### src/rtl/alu8_pkg.sv
// ---------------------------------------------------------------------------
// alu8_pkg
// Shared constants for the 8-bit ALU sequencer:
//   - MIPS-style 4-bit ALU op codes (OP_AND .. OP_NOR)
//   - sequencer command codes (CMD_ALU, CMD_MUL, CMD_DIV, CMD_RSV)
//   - sequencer FSM state encoding
// ---------------------------------------------------------------------------
package alu8_pkg;

   localparam logic [3:0] OP_AND = 4'b0000;
   localparam logic [3:0] OP_OR  = 4'b0001;
   localparam logic [3:0] OP_ADD = 4'b0010;
   localparam logic [3:0] OP_SUB = 4'b0110;
   localparam logic [3:0] OP_SLT = 4'b0111;
   localparam logic [3:0] OP_NOR = 4'b1100;

   localparam logic [1:0] CMD_ALU = 2'b00;
   localparam logic [1:0] CMD_MUL = 2'b01;
   localparam logic [1:0] CMD_DIV = 2'b10;
   localparam logic [1:0] CMD_RSV = 2'b11;

   // ST_WB is the single write-back cycle that moves the iteration registers
   // (or the divide-by-zero / reserved-cmd constants) into the result regs.
   typedef enum logic [2:0] {
      ST_IDLE = 3'd0,
      ST_LOAD = 3'd1,
      ST_EXEC = 3'd2,
      ST_MUL  = 3'd3,
      ST_DIV  = 3'd4,
      ST_WB   = 3'd5,
      ST_DONE = 3'd6
   } state_t;

endpackage

### src/rtl/alu8_iter_dp.sv
// ---------------------------------------------------------------------------
// alu8_iter_dp
// Iteration datapath shared by the shift-add multiply and the restoring
// divide. Holds P_hi/P_lo/M and the iteration counter.
//   MUL : P_hi = partial product high, P_lo = multiplier / product low, M = B
//   DIV : P_hi = remainder R,          P_lo = quotient Q,              M = D
// Ports:
//   i_clk, i_rst            clock, synchronous active-high reset
//   i_init                  load M=i_b, P_hi=0, P_lo=i_a, cnt=0
//   i_a, i_b                operands for i_init
//   i_step_mul, i_step_div  perform one MUL / DIV iteration this cycle
//   i_alu_res, i_alu_cout   ALU result / carry for the current iteration
//   o_p_hi, o_p_lo, o_m     register contents
//   o_div_r                 R' = low bits of ({R,Q} << 1), the DIV ALU operand
//   o_last                  counter at its final iteration
// ---------------------------------------------------------------------------
module alu8_iter_dp #(
   parameter int WIDTH = 8
) (
   input  logic             i_clk,
   input  logic             i_rst,
   input  logic             i_init,
   input  logic [WIDTH-1:0] i_a,
   input  logic [WIDTH-1:0] i_b,
   input  logic             i_step_mul,
   input  logic             i_step_div,
   input  logic [WIDTH-1:0] i_alu_res,
   input  logic             i_alu_cout,
   output logic [WIDTH-1:0] o_p_hi,
   output logic [WIDTH-1:0] o_p_lo,
   output logic [WIDTH-1:0] o_m,
   output logic [WIDTH-1:0] o_div_r,
   output logic             o_last
);

   localparam int CW = $clog2(WIDTH);
   localparam logic [CW-1:0] CNT_LAST = CW'(WIDTH - 1);

   logic [WIDTH-1:0] r_p_hi;
   logic [WIDTH-1:0] r_p_lo;
   logic [WIDTH-1:0] r_m;
   logic [CW-1:0]    r_cnt;

   logic             w_div_msb;
   logic [WIDTH-1:0] w_div_r;
   logic             w_div_take;

   // {msb, R', Q'} = {R, Q} << 1; msb is the 9th bit of the remainder path.
   assign w_div_msb  = r_p_hi[WIDTH-1];
   assign w_div_r    = {r_p_hi[WIDTH-2:0], r_p_lo[WIDTH-1]};
   // Subtract succeeds when the shifted remainder overflowed 8 bits or the
   // ALU reports no borrow (cout=1).
   assign w_div_take = w_div_msb | i_alu_cout;

   always_ff @(posedge i_clk) begin
      if (i_rst) begin
         r_p_hi <= '0;
         r_p_lo <= '0;
         r_m    <= '0;
         r_cnt  <= '0;
      end else if (i_init) begin
         r_m    <= i_b;
         r_p_hi <= '0;
         r_p_lo <= i_a;
         r_cnt  <= '0;
      end else if (i_step_mul) begin
         r_cnt <= r_cnt + 1'b1;
         if (r_p_lo[0])
            {r_p_hi, r_p_lo} <= {i_alu_cout, i_alu_res, r_p_lo[WIDTH-1:1]};
         else
            {r_p_hi, r_p_lo} <= {1'b0, r_p_hi, r_p_lo[WIDTH-1:1]};
      end else if (i_step_div) begin
         r_cnt  <= r_cnt + 1'b1;
         r_p_hi <= w_div_take ? i_alu_res : w_div_r;
         r_p_lo <= {r_p_lo[WIDTH-2:0], w_div_take};
      end
   end

   assign o_p_hi  = r_p_hi;
   assign o_p_lo  = r_p_lo;
   assign o_m     = r_m;
   assign o_div_r = w_div_r;
   assign o_last  = (r_cnt == CNT_LAST);

endmodule

### src/rtl/alu8_seq_ctrl.sv
// ---------------------------------------------------------------------------
// alu8_seq_ctrl
// Multi-cycle sequencer that owns an external combinational 8-bit ALU.
// Runs a single ALU op, an 8x8 unsigned shift-add multiply or an 8/8
// unsigned restoring divide, one ALU pass per cycle.
// Latency from the accepting edge: ALU op / div-by-zero / reserved cmd = 3,
// MUL / DIV = 11 (LOAD, 8 iterations, write-back, DONE).
// Ports:
//   i_clk, i_rst                 clock, synchronous active-high reset
//   i_start, i_cmd, i_op_in      command strobe, command, ALU op (cmd=00)
//   i_a_in, i_b_in               operands, sampled when start is accepted
//   o_busy, o_done, o_err        status; done is a 1-cycle pulse
//   o_res_hi, o_res_lo           results (MUL product, DIV rem/quot, ALU res)
//   o_flag_z/c/v                 ALU flags (ALU op only)
//   o_alu_a, o_alu_b, o_alu_op   ALU drive
//   i_alu_res, i_alu_cout, i_alu_zero, i_alu_ovf  ALU observe
// ---------------------------------------------------------------------------
module alu8_seq_ctrl
   import alu8_pkg::*;
#(
   parameter int               WIDTH  = 8,
   parameter logic [WIDTH-1:0] DIV0_Q = 8'hFF
) (
   input  logic             i_clk,
   input  logic             i_rst,
   input  logic             i_start,
   input  logic [1:0]       i_cmd,
   input  logic [3:0]       i_op_in,
   input  logic [WIDTH-1:0] i_a_in,
   input  logic [WIDTH-1:0] i_b_in,
   output logic             o_busy,
   output logic             o_done,
   output logic [WIDTH-1:0] o_res_hi,
   output logic [WIDTH-1:0] o_res_lo,
   output logic             o_flag_z,
   output logic             o_flag_c,
   output logic             o_flag_v,
   output logic             o_err,
   output logic [WIDTH-1:0] o_alu_a,
   output logic [WIDTH-1:0] o_alu_b,
   output logic [3:0]       o_alu_op,
   input  logic [WIDTH-1:0] i_alu_res,
   input  logic             i_alu_cout,
   input  logic             i_alu_zero,
   input  logic             i_alu_ovf
);

   state_t r_state, w_next;

   logic [WIDTH-1:0] r_a, r_b;
   logic [3:0]       r_op;
   logic [1:0]       r_cmd;
   logic [WIDTH-1:0] r_res_hi, r_res_lo;
   logic             r_flag_z, r_flag_c, r_flag_v, r_err;

   logic             w_accept;
   logic             w_b_zero;
   logic [WIDTH-1:0] w_p_hi, w_p_lo, w_m, w_div_r;
   logic             w_last;

   assign w_accept = (r_state == ST_IDLE) && i_start;
   assign w_b_zero = (r_b == '0);

   alu8_iter_dp #(.WIDTH(WIDTH)) u_dp (
      .i_clk      (i_clk),
      .i_rst      (i_rst),
      .i_init     (r_state == ST_LOAD),
      .i_a        (r_a),
      .i_b        (r_b),
      .i_step_mul (r_state == ST_MUL),
      .i_step_div (r_state == ST_DIV),
      .i_alu_res  (i_alu_res),
      .i_alu_cout (i_alu_cout),
      .o_p_hi     (w_p_hi),
      .o_p_lo     (w_p_lo),
      .o_m        (w_m),
      .o_div_r    (w_div_r),
      .o_last     (w_last)
   );

   // ---- FSM: state register ----
   always_ff @(posedge i_clk) begin
      if (i_rst) r_state <= ST_IDLE;
      else       r_state <= w_next;
   end

   // ---- FSM: next state ----
   always_comb begin
      w_next = r_state;
      case (r_state)
         ST_IDLE: if (i_start) w_next = ST_LOAD;
         ST_LOAD: begin
            case (r_cmd)
               CMD_ALU: w_next = ST_EXEC;
               CMD_MUL: w_next = ST_MUL;
               // Divide-by-zero skips the iterations entirely.
               CMD_DIV: w_next = w_b_zero ? ST_WB : ST_DIV;
               default: w_next = ST_WB;
            endcase
         end
         ST_EXEC: w_next = ST_DONE;
         ST_MUL:  if (w_last) w_next = ST_WB;
         ST_DIV:  if (w_last) w_next = ST_WB;
         ST_WB:   w_next = ST_DONE;
         ST_DONE: w_next = ST_IDLE;
         default: w_next = ST_IDLE;
      endcase
   end

   // ---- FSM: outputs ----
   always_comb begin
      o_busy   = 1'b0;
      o_done   = 1'b0;
      o_alu_a  = '0;
      o_alu_b  = '0;
      o_alu_op = 4'b0000;
      case (r_state)
         ST_LOAD: o_busy = 1'b1;
         ST_EXEC: begin
            o_busy   = 1'b1;
            o_alu_a  = r_a;
            o_alu_b  = r_b;
            o_alu_op = r_op;
         end
         ST_MUL: begin
            o_busy   = 1'b1;
            o_alu_a  = w_p_hi;
            o_alu_b  = w_m;
            o_alu_op = OP_ADD;
         end
         ST_DIV: begin
            o_busy   = 1'b1;
            o_alu_a  = w_div_r;
            o_alu_b  = w_m;
            o_alu_op = OP_SUB;
         end
         ST_WB:   o_busy = 1'b1;
         ST_DONE: o_done = 1'b1;
         default: ;
      endcase
   end

   // ---- command latch and result registers ----
   always_ff @(posedge i_clk) begin
      if (i_rst) begin
         r_a      <= '0;
         r_b      <= '0;
         r_op     <= '0;
         r_cmd    <= '0;
         r_res_hi <= '0;
         r_res_lo <= '0;
         r_flag_z <= 1'b0;
         r_flag_c <= 1'b0;
         r_flag_v <= 1'b0;
         r_err    <= 1'b0;
      end else if (w_accept) begin
         // Results of the previous command stay visible until this point.
         r_a      <= i_a_in;
         r_b      <= i_b_in;
         r_op     <= i_op_in;
         r_cmd    <= i_cmd;
         r_res_hi <= '0;
         r_res_lo <= '0;
         r_flag_z <= 1'b0;
         r_flag_c <= 1'b0;
         r_flag_v <= 1'b0;
         r_err    <= 1'b0;
      end else if (r_state == ST_EXEC) begin
         r_res_lo <= i_alu_res;
         r_flag_z <= i_alu_zero;
         r_flag_c <= i_alu_cout;
         r_flag_v <= i_alu_ovf;
      end else if (r_state == ST_WB) begin
         case (r_cmd)
            CMD_MUL: begin
               r_res_hi <= w_p_hi;
               r_res_lo <= w_p_lo;
            end
            CMD_DIV: begin
               if (w_b_zero) begin
                  r_res_hi <= r_a;
                  r_res_lo <= DIV0_Q;
                  r_err    <= 1'b1;
               end else begin
                  r_res_hi <= w_p_hi;
                  r_res_lo <= w_p_lo;
               end
            end
            CMD_RSV: r_err <= 1'b1;
            default: ;
         endcase
      end
   end

   assign o_res_hi = r_res_hi;
   assign o_res_lo = r_res_lo;
   assign o_flag_z = r_flag_z;
   assign o_flag_c = r_flag_c;
   assign o_flag_v = r_flag_v;
   assign o_err    = r_err;

endmodule

### config.mk
export PLATFORM = sky130hd
export DESIGN_NAME = alu8_seq_ctrl
export DESIGN_NICKNAME = d
export VERILOG_FILES = /design/src/rtl/alu8_pkg.sv /design/src/rtl/alu8_iter_dp.sv /design/src/rtl/alu8_seq_ctrl.sv
export SDC_FILE = /design/constraint.sdc
export NUM_CORES = 1
export LEC_CHECK = 0
export CAP_MARGIN = 20
export CORE_ASPECT_RATIO = 1.5
export CORE_MARGIN = 2
export CORE_UTILIZATION = 46
export CTS_BUF_LIST = sky130_fd_sc_hd__clkbuf_16
export DETAILED_ROUTE_END_ITERATION = 7
export GPL_ROUTABILITY_DRIVEN = 0
export PLACE_DENSITY = 0.76
export SYNTH_ARGS = -nofsm -noshare
export SYNTH_HDL_FRONTEND = slang
export SYNTH_SLANG_ARGS = --single-unit
### constraint.sdc
create_clock -name i_clk -period 1.4 [get_ports i_clk]
set_input_delay 0.28 -clock i_clk [delete_from_list [all_inputs] [get_ports i_clk]]
set_output_delay 0.28 -clock i_clk [all_outputs]
set_load 0.02 [all_outputs]
Clock routing:
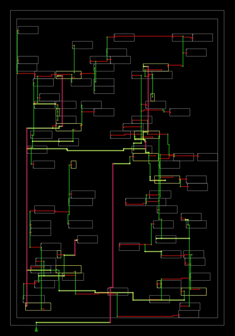
Flops: 72
number of buffers created by CTS: 9
clk latency late pin: 0.36 ns
clock buffers: 9
power drawn by the clock network: 2.09 mW

Sizing map:
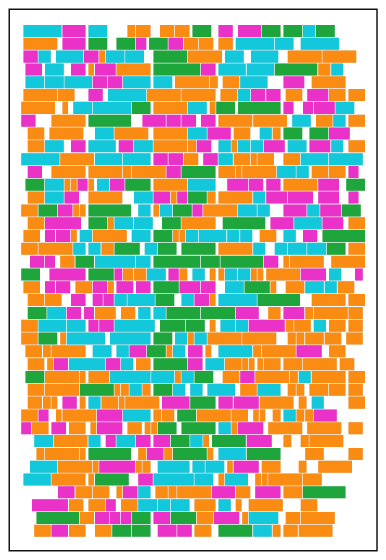
Key: green = _6 and larger [cells 74, share 12%]; magenta = _2 cells [cells 129, share 21%]; cyan = _3 and _4 cells [cells 145, share 24%]; orange = _0 and _1 cells [cells 263, share 43%]

==> changes_impl.md <==
### Changed

* Status: complete, but fails checks
* Failing checks: setup timing
* Comb power frac at 60.5%
* AO/OA Area Share at 23.1%
* Reg2reg setup slack at -0.41 ns
* Final clock-cell share at 3.49%
* WL met1 at 6580 µm
* Cells in synth_stat.txt at 454
* CTS Hold Bufs at 0
* Final setup viols at 95
* Logic area at 3270 µm²
* Grt total ovfl at 0
* Final setup margin at -0.539 ns
* Root buffer cell: clkbuf_16
* Nets at 650
* Minimum clock period after layout at 1.94 ns
* Syn-to-layout area delta at 87.3%
* Sw Share at 44.8%
* Uppermost layer routed: met4
* Via density at 6.73
* Unrepaired setup endpoints after global routing: true
* Crit-path max cell delay at 0.38 ns
* R2R Path Start: r_state[1]
* Final worst path period share at 139%
* Clock power share at 16.2%
* Fillers at 340
* Slew Limit Fails at 0
* Reg power frac at 23.2%
* Nature of the critical path startpoint: register
* Worst Setup SP: r_state[2]
* Drt pass-1 iters at 5
* Net Switching at 5.76 mW
* Power Total at 12.9 mW
* Synth async-reset ratio at 0%
* Grt met2 use at 65.4%
* Synth unique cells at 43
* Worst slew pin tran at 0.431 ns
* Met3 WL at 1720 µm
* Maximum vdd drop at 1330 µV
* Multi-input gates at 341
* Hold crit path type: primary input to register
* Worst reg2reg path endpoint: u_dp.o_p_lo[1]
* Leading area contributor after synthesis: dfxtp_1
* Area post-placement at 5340 µm²
Power figures rest on the tool's default switching activity, not on a simulated workload.
